==> config.mk <==
export PLATFORM = sky130hd
export DESIGN_NAME = univ_shift_reg
export DESIGN_NICKNAME = d
export VERILOG_FILES = /design/src/rtl/univ_shift_reg.sv
export SDC_FILE = /design/constraint.sdc
export NUM_CORES = 1
export LEC_CHECK = 0
export CAP_MARGIN = 15
export CORE_AREA = 2 2 39 41
export DETAILED_ROUTE_END_ITERATION = 10
export DIE_AREA = 0 0 41 43
export PLACE_DENSITY = 0.66
export SETUP_SLACK_MARGIN = 0.3
export SYNTH_ARGS = -nofsm -noshare
export SYNTH_HDL_FRONTEND = slang
export SYNTH_SLANG_ARGS = --single-unit
export TNS_END_PERCENT = 30
==> constraint.sdc <==
create_clock -name cp -period 1.15 [get_ports cp]
set_input_delay 0.345 -clock cp [delete_from_list [all_inputs] [get_ports cp]]
set_output_delay 0.345 -clock cp [all_outputs]
set_load 0.005 [all_outputs]
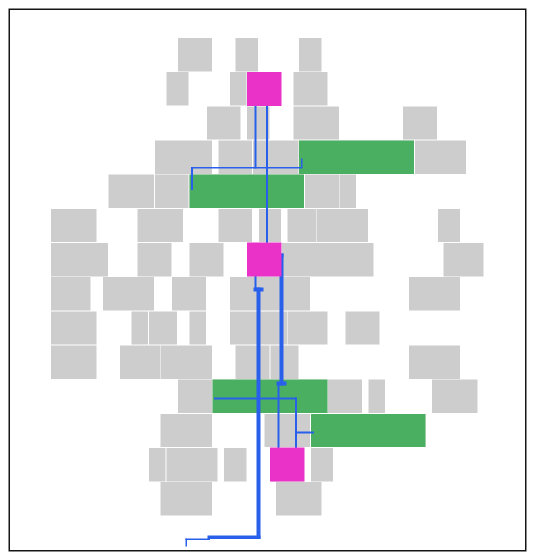
(clock network drawn from the DEF)
flip-flops -> green  # count 4
clock wires -> blue  # length 92.0 um
cells driving clock nets -> magenta  # count 3
routed clock nets = 4
clock network fraction of total power: 0.236
skew final: 0.00500 ns
clock latency at the later pin of the worst-skew pair: 0.24 ns
Clock group: 179 uW

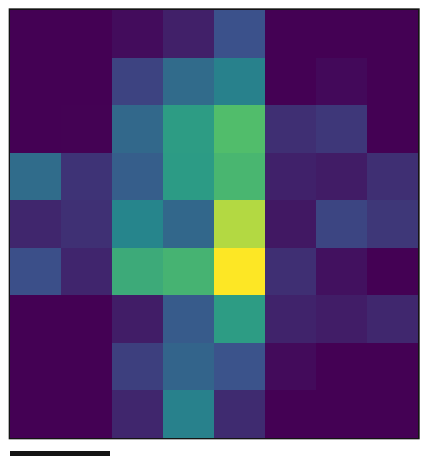
(wiring heat map)
Bar = 10 um. 8 x 9 tiles, from dark purple (low) to yellow (high), scaled to the fullest tile. Values are wire area over tile area, all layers added.
densest ninth of the die = middle
nearly empty tiles = 33%
mean over tiles = 0.079
tiles over half the peak = 13%
global-route usage over all layers: 0.127
post-detailed-route wirelength per cell: 10.1 um
via count: 383

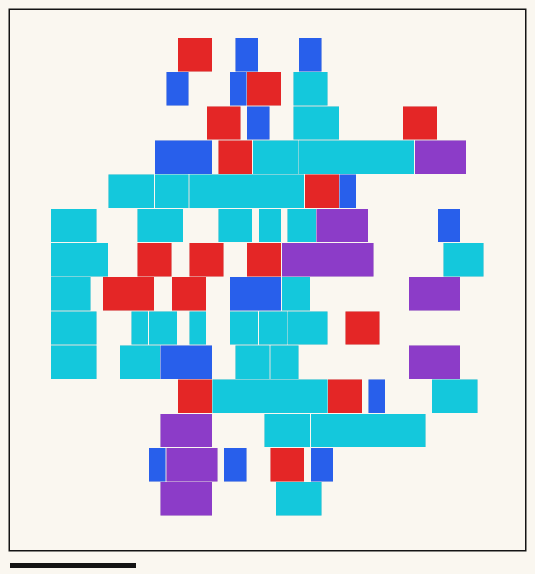
(cells by drive strength)
Bar = 10 um.
drive 3 to 4 -> red  # cells 15, most used buf_4
drive 6 and up -> purple  # cells 8, most used buf_6
drive 2 -> blue  # cells 14
drive 1 or less -> cyan  # cells 32, most used clkdlybuf4s50_1
final setup slack of the worst path: -0.0751 ns
number of buffers other than clock buffers in the final layout: 37
Area growth syn-to-layout: 102%
finished layout cell area: 648 um^2

==> results_dict.tcl <==
# flow metrics
set metrics [dict create \
    rsz0062_at_grt "true" \
    post_synthesis_cell_area_um2 322 \
    fp-row-count 14 \
    vias_per_cell 4.51 \
    met1Wirelength_um 342 \
    setup-violations-final 8 \
    whs_ns 0.313 \
    cts_tree "yes" \
    synthesis.area_per_instance_um2 9.19 \
    clock.fmax_ghz 0.816 \
    grt_antenna_before_repair 0 \
    p_per_area_nw_per_um2 1170 \
    place_area_um2 568 \
    synthesized_instance_count 35 \
    power_leakage_nw 0.326 \
    final_layout_size_suffix_gt1_frac 0.536 \
    finalCoreUtilization 0.468 \
    report.final.hold_viol_count 0 \
    post_synth_and_or_nand_nor_area_fraction 0.125 \
    drt-pass1-iter-count 2 \
    yosys-top-cells-area "sky130_fd_sc_hd__dfrtp_1, sky130_fd_sc_hd__buf_4, sky130_fd_sc_hd__mux2i_1" \
    fin_crit_sh 1.07 \
    fin_setup_tns_ns -0.336 \
    xor_area_frac 0 \
    cts_num_sinks 4 \
    timing.setup.critical_path_class "register to output port" \
    pin_count_of_the_biggest_net_entering_global_routing 9 \
    period_needed_ns 1.23 \
    worst_slack_ns -0.0751 \
    critical_path.startpoint_type "register" \
    place_ws_ns -0.417 \
    worst_ep_arrival_ns 0.88 \
    report.power.total_uw 757 \
    fillCellCount 143 \
    yosysCellCount 35 \
    status "complete, but fails checks" \
    numCtsBuffers 3 \
    timing.critical_path.slowest_stage_cell "sky130_fd_sc_hd__dfrtp_1" \
    drc 0 \
    synthDistinctLibCells 19 \
    crit_path_max_incr_delay_ns 0.38 \
    die_area_um2 1760 \
    timing_max_transition_violations_final 0 \
    die_h_um 43 \
    worst-slew-pin-transition_ns 0.228 \
    top_cells_by_count "sky130_fd_sc_hd__buf_4, sky130_fd_sc_hd__inv_1, sky130_fd_sc_hd__dfrtp_1, sky130_fd_sc_hd__a31oi_1" \
    fraction_of_synthesized_area_in_multiplexers 0.0623 \
    n_antenna_cell 0 \
    largest_area_cell "sky130_fd_sc_hd__dfrtp_1" \
    yosys.stat.chipArea_um2 322 \
    r2r_cells 5 \
    synth.comb.largest_family "AND-OR/OR-AND gates" \
    dr.max_layer_used "met4" \
    h-tree-depth 1 \
    ys.flops 4 \
    timing.critical_path.depth 3 \
    grt_first_pass_wirelength_um 1440 \
    met3WireLength_um 40 \
    die_w_um 41 \
    max-clock-path-buffers 2 \
    detailedPlacementHpwl_um 622 \
    wl_met2_um 446 \
    crit_fanout 2 \
    ios 21 \
    critical-path-top-delay-family "flip-flops" \
    synth_seq_share 0.311 \
    worst_supply_voltage_drop_on_vdd_mv 0.364 \
    postCtsHoldBufs 0 \
    fin_nets 82 \
    clk_transition_reported_paths_ns 0.04 \
    timing.critical_path.required_ns 0.81 \
    timing.slew.headroom 0.848 \
    crit_chain "buf_6 -> inv_2 -> buf_2" \
    initialDrtViolationCount 5 \
    gp_congestion 0.766 \
    total_wire_length_after_detailed_routing_um 858 \
    yosys_warnings 0 \
    post_drt_antenna_nets 0 \
    postSynth.asyncResetShare 1.00 \
    grt_overflow 0 \
    synthesized_net_count 46 \
    number_of_maximum_capacitance_violations 0 \
    cts-root-buf "sky130_fd_sc_hd__clkbuf_4" \
    worstSetupEndpointType "output port" \
    instances_no_fill 85 \
    fp-utilization 0.232 \
    synth-main-ff-cell "sky130_fd_sc_hd__dfrtp_1" \
    reg2reg_slack_ns -0.05 \
    cp_num_buf_inv 3 \
    top_cell_area_share 0.311 \
    largest_register_ffs 2 \
    enable_flop_cells 0 \
    compound_gate_fraction_of_synth_area 0.292 \
    violations "setup timing" \
    place.port_buffers 20 \
    min_path_type "input pin to async pin" \
    synth.cellmix.adderShare 0 \
    first_global_vias 369 \
    warnings 29 \
    placed_cells 75 \
    core_area_um2 1380 \
]
-- repair_timing --
item / 4_1_cts / 5_1_grt
gates resized: 38 / 12
setup endpoints to repair: 14 / 14
setup buffers: 6 / 1
endpoints found under the hold margin: 0 / 0
pin swaps: 3 / 1
-- placed cells by master (no fill, tap or decap), types with 2 or more instances in the layout --
| master | synthesis | layout |
|---|---|---|
| sky130_fd_sc_hd__buf_4 | 5 | 11 |
| sky130_fd_sc_hd__clkdlybuf4s50_1 | 0 | 7 |
| sky130_fd_sc_hd__buf_6 | 1 | 7 |
| sky130_fd_sc_hd__inv_2 | 0 | 4 |
| sky130_fd_sc_hd__dfrtp_1 | 4 | 4 |
| sky130_fd_sc_hd__buf_2 | 0 | 4 |
| sky130_fd_sc_hd__a31oi_1 | 3 | 3 |
| sky130_fd_sc_hd__clkbuf_4 | 0 | 3 |
| sky130_fd_sc_hd__clkbuf_2 | 0 | 3 |
| sky130_fd_sc_hd__mux2i_1 | 2 | 2 |
| sky130_fd_sc_hd__o21bai_1 | 2 | 2 |
| sky130_fd_sc_hd__dlygate4sd2_1 | 0 | 2 |
-- worst reg2reg max path: cells and delay by family, from the launching register on --
family                 cells  cell delay (ns)
buffers and inverters      2             0.24
AND/OR/NAND/NOR            1             0.13
AND-OR/OR-AND              2             0.34
flip-flops                 1             0.37
-- cell families (layout without fill, tap and decap cells) --
group,count (synthesis),after routing
buffers and inverters,11,45
AND-OR/OR-AND,12,12
AND/OR/NAND/NOR,6,6
multiplexers,2,2
flip-flops,4,4
-- per-layer routing --
metal / track usage / up-vias
met5: 0 / -
met3: 0.0209 / 4
li1: - / 191
met4: 0.140 / 0
met1: 0.165 / 175
met2: 0.156 / 13
-- final cells by class --
type | count | area (um^2) | share of cell area
inverter | 5 | 18.8 | 0.0290
clock buffer | 3 | 22.5 | 0.0347
multi-input combinational | 20 | 160 | 0.247
timing repair buffer | 37 | 327 | 0.504
tap | 16 | 20.0 | 0.0309
sequential | 4 | 100 | 0.154
-- where the power goes --
part	internal (mW)	total, mW	switching (mW)
registers	0.167	0.186	0.0192
logic	0.258	0.392	0.134
clock network	0.117	0.179	0.0615
total	0.542	0.757	0.214
Power and IR drop assume default switching activity.
